[src/rtl/wall_pkg.sv]
// Shared types and constants for the multi-wall scroller datapath:
// controller states, LFSR taps and default playfield geometry.
package wall_pkg;

   typedef enum logic [0:0] {
      RUN    = 1'b0,
      FREEZE = 1'b1
   } wall_state_e;

   // Galois toggle mask for x^8+x^6+x^5+x^4+1, right-shifting form
   localparam logic [7:0] LFSR_TAPS = 8'hB8;

   localparam int DEF_SCREEN_W   = 160;
   localparam int DEF_HOLE_INIT  = 32;
   localparam int DEF_HOLE_MIN   = 8;
   localparam int DEF_HOLE_RANGE = 64;

   function automatic logic [7:0] lfsr_step(input logic [7:0] v);
      return v[0] ? ({1'b0, v[7:1]} ^ LFSR_TAPS) : {1'b0, v[7:1]};
   endfunction

   function automatic logic [7:0] rotl8(input logic [7:0] v, input int unsigned n);
      return 8'(({v, v} << (n % 32'd8)) >> 32'd8);
   endfunction

endpackage

[src/rtl/wall_tick_divider.sv]
// Movement tick generator: counts enabled clock cycles and pulses tick for
// one cycle every TICK_DIV of them.
module wall_tick_divider #(
   parameter int TICK_DIV = 833333
) (
   input  logic clk,
   input  logic resetn,
   input  logic enable,
   output logic tick
);

   localparam int CNT_W = (TICK_DIV > 1) ? $clog2(TICK_DIV) : 1;
   localparam logic [CNT_W-1:0] LAST = CNT_W'(TICK_DIV - 1);

   logic [CNT_W-1:0] cnt_q;
   logic [CNT_W-1:0] cnt_d;

   // Next count and tick strobe; the count only moves while enabled
   always_comb begin
      cnt_d = cnt_q;
      tick  = 1'b0;
      if (enable) begin
         if (cnt_q == LAST) begin
            cnt_d = '0;
            tick  = 1'b1;
         end else begin
            cnt_d = cnt_q + CNT_W'(1);
         end
      end else begin
         cnt_d = cnt_q;
      end
   end

   // Count register
   always_ff @(posedge clk) begin
      if (!resetn) begin
         cnt_q <= '0;
      end else begin
         cnt_q <= cnt_d;
      end
   end

endmodule

[src/rtl/datapath_wall_multi.sv]
// Multi-wall scroller datapath: moves walls, respawns them with LFSR hole Y,
// scores passes and runs the freeze/restart sequence. Option: WALL_SPEEDUP_EN.
module datapath_wall_multi
   import wall_pkg::*;
#(
   parameter int         NUM_WALLS    = 2,
   parameter int         COORD_W      = 8,
   parameter int         SCREEN_W     = DEF_SCREEN_W,
   parameter int         WALL_SPACING = 80,
   parameter int         WALL_SPEED   = 1,
   parameter int         TICK_DIV     = 833333,
   parameter int         FREEZE_TICKS = 64,
   parameter int         HOLE_MIN     = DEF_HOLE_MIN,
   parameter int         HOLE_RANGE   = DEF_HOLE_RANGE,
   parameter int         HOLE_INIT    = DEF_HOLE_INIT,
   parameter int         SCORE_W      = 8,
   parameter logic [7:0] LFSR_SEED    = 8'hA5
) (
   input  logic                         clk,
   input  logic                         resetn,
   input  logic                         enable,
   input  logic                         collision,
   output logic [NUM_WALLS*COORD_W-1:0] x_out,
   output logic [NUM_WALLS*COORD_W-1:0] y_out,
   output logic [SCORE_W-1:0]           score_out,
   output logic                         frozen,
   output logic                         step
);

   localparam int FZ_W  = $clog2(FREEZE_TICKS + 1);
   localparam int CNT_W = $clog2(NUM_WALLS + 1);
   localparam int SUM_W = SCORE_W + CNT_W;
   localparam logic [COORD_W-1:0] WRAP_DIST = COORD_W'(NUM_WALLS * WALL_SPACING);
   localparam logic [7:0]         HOLE_MASK = 8'(HOLE_RANGE - 1);
   localparam logic [SUM_W-1:0]   SCORE_MAX = SUM_W'((1 << SCORE_W) - 1);

   wall_state_e        state_q;
   wall_state_e        state_d;
   logic [FZ_W-1:0]    freeze_q;
   logic [FZ_W-1:0]    freeze_d;
   logic [7:0]         lfsr_q;
   logic [SCORE_W-1:0] score_q;
   logic [SCORE_W-1:0] score_d;
   logic               frozen_q;
   logic               step_q;
   logic               step_d;
   logic               tick_s;

   logic [COORD_W-1:0] x_q    [NUM_WALLS];
   logic [COORD_W-1:0] x_d    [NUM_WALLS];
   logic [COORD_W-1:0] y_q    [NUM_WALLS];
   logic [COORD_W-1:0] y_d    [NUM_WALLS];
   logic [COORD_W-1:0] x_mv_s [NUM_WALLS];
   logic [COORD_W-1:0] y_mv_s [NUM_WALLS];
   logic               respawn_s [NUM_WALLS];
   logic [CNT_W-1:0]   resp_cnt_s;
   logic [SUM_W-1:0]   score_sum_s;
   logic [COORD_W-1:0] speed_s;

   wall_tick_divider #(
      .TICK_DIV (TICK_DIV)
   ) u_tick (
      .clk    (clk),
      .resetn (resetn),
      .enable (enable),
      .tick   (tick_s)
   );

   // Wrap arithmetic is modulo 2^COORD_W, identical to the truncated wide sum
   for (genvar g = 0; g < NUM_WALLS; g++) begin : g_wall
      assign respawn_s[g] = (x_q[g] <= speed_s);
      assign x_mv_s[g]    = respawn_s[g] ? (x_q[g] + WRAP_DIST - speed_s)
                                         : (x_q[g] - speed_s);
      assign y_mv_s[g]    = respawn_s[g]
                          ? (COORD_W'(HOLE_MIN) + COORD_W'(rotl8(lfsr_q, g) & HOLE_MASK))
                          : y_q[g];
      assign x_out[g*COORD_W +: COORD_W] = x_q[g];
      assign y_out[g*COORD_W +: COORD_W] = y_q[g];
   end

`ifdef WALL_SPEEDUP_EN
   logic [COORD_W-1:0] speed_q;
   logic [COORD_W-1:0] speed_d;
   logic               restart_s;

   assign restart_s = tick_s && (state_q == FREEZE) && (freeze_q == FZ_W'(FREEZE_TICKS));
   assign speed_s   = speed_q;

   // Speed bumps when a move carries the score across a multiple of 8
   always_comb begin
      speed_d = speed_q;
      if (restart_s) begin
         speed_d = COORD_W'(WALL_SPEED);
      end else if (step_d && ((score_d >> 2'd3) != (score_q >> 2'd3))
                   && (speed_q < COORD_W'(4))) begin
         speed_d = speed_q + COORD_W'(1);
      end else begin
         speed_d = speed_q;
      end
   end

   // Live speed register
   always_ff @(posedge clk) begin
      if (!resetn) begin
         speed_q <= COORD_W'(WALL_SPEED);
      end else begin
         speed_q <= speed_d;
      end
   end
`else
   assign speed_s = COORD_W'(WALL_SPEED);
`endif

   // Number of walls respawning on this tick
   always_comb begin
      resp_cnt_s = '0;
      for (int i = 0; i < NUM_WALLS; i++) begin
         if (respawn_s[i]) begin
            resp_cnt_s = resp_cnt_s + CNT_W'(1);
         end else begin
            resp_cnt_s = resp_cnt_s;
         end
      end
   end

   assign score_sum_s = SUM_W'(score_q) + SUM_W'(resp_cnt_s);

   // Run/freeze controller and wall/score next state
   always_comb begin
      state_d  = state_q;
      freeze_d = freeze_q;
      score_d  = score_q;
      step_d   = 1'b0;
      for (int i = 0; i < NUM_WALLS; i++) begin
         x_d[i] = x_q[i];
         y_d[i] = y_q[i];
      end
      if (tick_s) begin
         case (state_q)
            RUN: begin
               if (collision) begin
                  state_d  = FREEZE;
                  freeze_d = FZ_W'(1);
               end else begin
                  for (int i = 0; i < NUM_WALLS; i++) begin
                     x_d[i] = x_mv_s[i];
                     y_d[i] = y_mv_s[i];
                  end
                  score_d = (score_sum_s > SCORE_MAX) ? SCORE_MAX[SCORE_W-1:0]
                                                      : score_sum_s[SCORE_W-1:0];
                  step_d  = 1'b1;
               end
            end
            FREEZE: begin
               if (freeze_q == FZ_W'(FREEZE_TICKS)) begin
                  state_d  = RUN;
                  freeze_d = '0;
                  score_d  = '0;
                  for (int i = 0; i < NUM_WALLS; i++) begin
                     x_d[i] = COORD_W'(SCREEN_W + i * WALL_SPACING);
                     y_d[i] = COORD_W'(HOLE_INIT);
                  end
               end else begin
                  freeze_d = freeze_q + FZ_W'(1);
               end
            end
            default: begin
               state_d  = RUN;
               freeze_d = '0;
            end
         endcase
      end else begin
         state_d = state_q;
      end
   end

   // State, wall and output registers; the LFSR free-runs outside reset
   always_ff @(posedge clk) begin
      if (!resetn) begin
         state_q  <= RUN;
         freeze_q <= '0;
         lfsr_q   <= LFSR_SEED;
         score_q  <= '0;
         frozen_q <= 1'b0;
         step_q   <= 1'b0;
         for (int i = 0; i < NUM_WALLS; i++) begin
            x_q[i] <= COORD_W'(SCREEN_W + i * WALL_SPACING);
            y_q[i] <= COORD_W'(HOLE_INIT);
         end
      end else begin
         state_q  <= state_d;
         freeze_q <= freeze_d;
         lfsr_q   <= lfsr_step(lfsr_q);
         score_q  <= score_d;
         frozen_q <= (state_d == FREEZE);
         step_q   <= step_d;
         for (int i = 0; i < NUM_WALLS; i++) begin
            x_q[i] <= x_d[i];
            y_q[i] <= y_d[i];
         end
      end
   end

   assign score_out = score_q;
   assign frozen    = frozen_q;
   assign step      = step_q;

endmodule

[config.mk]
export PLATFORM = sky130hd
export DESIGN_NAME = datapath_wall_multi
export DESIGN_NICKNAME = d
export VERILOG_FILES = /design/src/rtl/wall_pkg.sv /design/src/rtl/wall_tick_divider.sv /design/src/rtl/datapath_wall_multi.sv
export SDC_FILE = /design/constraint.sdc
export NUM_CORES = 1
export LEC_CHECK = 0
export CAP_MARGIN = 10
export CORE_MARGIN = 2
export CORE_UTILIZATION = 40
export DETAILED_ROUTE_END_ITERATION = 10
export PLACE_DENSITY = 0.67
export SLEW_MARGIN = 20
export SYNTH_ARGS = -nofsm -noshare
export SYNTH_HDL_FRONTEND = slang
export SYNTH_SLANG_ARGS = --single-unit
[constraint.sdc]
create_clock -name clk -period 3.2 [get_ports clk]
set_input_delay 0.64 -clock clk [delete_from_list [all_inputs] [get_ports clk]]
set_output_delay 0.64 -clock clk [all_outputs]
set_load 0.02 [all_outputs]
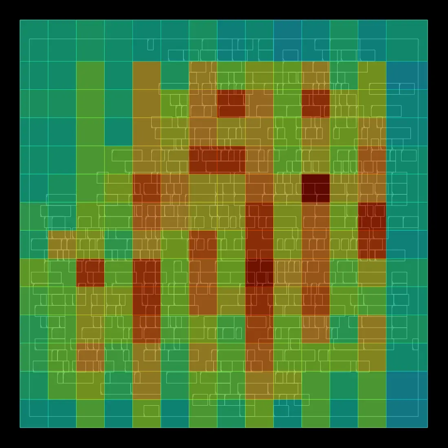
Figure 1: congestion heat map.
DR WL/cell: 14.7 microns
global routing usage on met1: 0.230

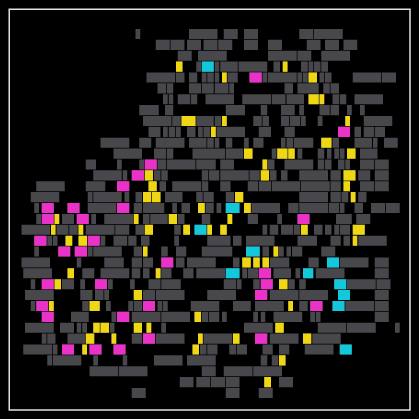
Figure 2: logic cells by family.
Drawn at 4 px/micron.
yellow -> nand cells  # cells 70, most used nand2_1
cyan -> non-inverting ao/oa cells  # cells 11, most used a22o_1
magenta -> xor and xnor cells  # cells 31, most used xnor2_1
Top cell excl fill/tap: dfxtp_1
Comb area share: 0.450
Finished Layout Cells: 596

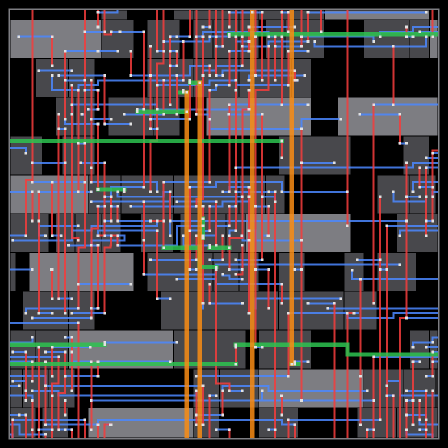
Figure 3: close-up of the layout.
Region (35, 55) to (65, 85) microns. Cells in gray, sequential cells in the stronger gray; small squares are vias.
orange -> M4
green -> M3
red -> M2
blue -> M1
cells with their middle in the window = 75
netlist names of flops here include = `score_out` (5), `freeze_q` (2)
most frequent = dfxtp_1 (9), a21oi_1 (7), nor2_1 (7)
sequential cells in the window = 9

==> results.sh <==
# flow metrics
export IMPL_status="completed"
export IMPL_grt_pass1_vias=3143
export IMPL_synthTopLogicFamily="simple AND/OR/NAND/NOR gates"
export IMPL_worstSetupEndpoint="score_out[5]$_SDFFE_PN0P_"
export IMPL_cts_buffers=9
export IMPL_dieHeight_microns=99.8
export IMPL_root_buffer="clkbuf_8"
export IMPL_grt_max_degree=23
export IMPL_crit_required_ns=3.43
export IMPL_place_gp_congestion=0.832
export IMPL_clockNetworkAreaShare=0.0356
export IMPL_cellLeakagePower_nw=1.62
export IMPL_edf_count=0
export IMPL_synth_cell_area_sq_um=3670
export IMPL_rsz0062_at_grt="no"
export IMPL_worstHoldStart="lfsr_q[7]$_SDFF_PN1_"
export IMPL_warnings=30
export IMPL_hold_viol=0
export IMPL_final_area_sq_um=4460
export IMPL_port_buffers=43
export IMPL_min_to="lfsr_q[6]$_SDFF_PN0_"
export IMPL_irDropWorstVdd_mv=0.223
export IMPL_route_met2_wl_microns=4220
export IMPL_clkPwrFrac=0.365
export IMPL_tightest_slew_ns=0.660
export IMPL_mostFrequentLayoutCells="dfxtp_1, nor2_1, clkdlybuf4s50_1"
export IMPL_top_area_cell="dfxtp_1"
export IMPL_xor_share=0.0739
export IMPL_p_sw_frac=0.250
export IMPL_r2r_start="x_q[0][10]$_SDFFE_PN0P_"
export IMPL_place_ws_ns=-0.00640
export IMPL_design_seq_count=75
export IMPL_ys_ff=75
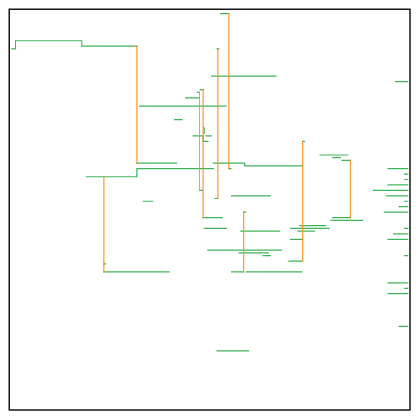
Figure 4: wiring by layer.
Drawn at 4 px/micron. Only two layers are drawn.
orange -> M4  # wire length 245 microns
green -> M3  # wire length 368 microns
total number of vias: 3,306
gr usage total: 0.186
Detailed Route WL: 8780 microns

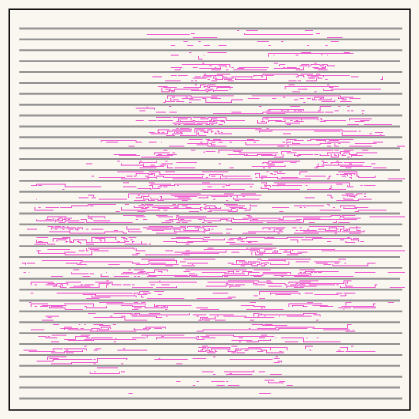
Figure 5: M1 wires.
Drawn at 4 px/micron. Supply wires on this layer in gray.
longest straight run = 22.5 microns
share of all routed wire = 45%

through the flow:
stage	util	cells	power, mW	hold WS, ns
2_1_floorplan	-	432	1.06	0.420
3_3_place_gp	0.486	581	1.10	0.443
3_5_place_dp	0.486	581	1.10	0.444
4_1_cts	0.505	596	1.72	0.462
5_1_grt	0.507	596	1.77	0.472
6_report	0.507	596	1.70	0.454
critical path, cell delays in order, from the launching register on:
cell and delay (ns):
dfxtp_1 0.31, or4_1 0.51, or4_4 0.54, clkinv_4 0.10, ha_1 0.23, ha_1 0.21
fa_2 0.36, and3_1 0.23, nand3_2 0.12, nor3_2 0.09, a21oi_1 0.13, o22ai_1 0.10
registers in the layout (all words and copies together), names as in the netlist:
register,cells
freeze_q,7
frozen,1
lfsr_q,8
score_out,8
step,1
u_tick.cnt_q,20
x_q,16
y_q,14
Power is estimated from default activity; no workload was simulated.
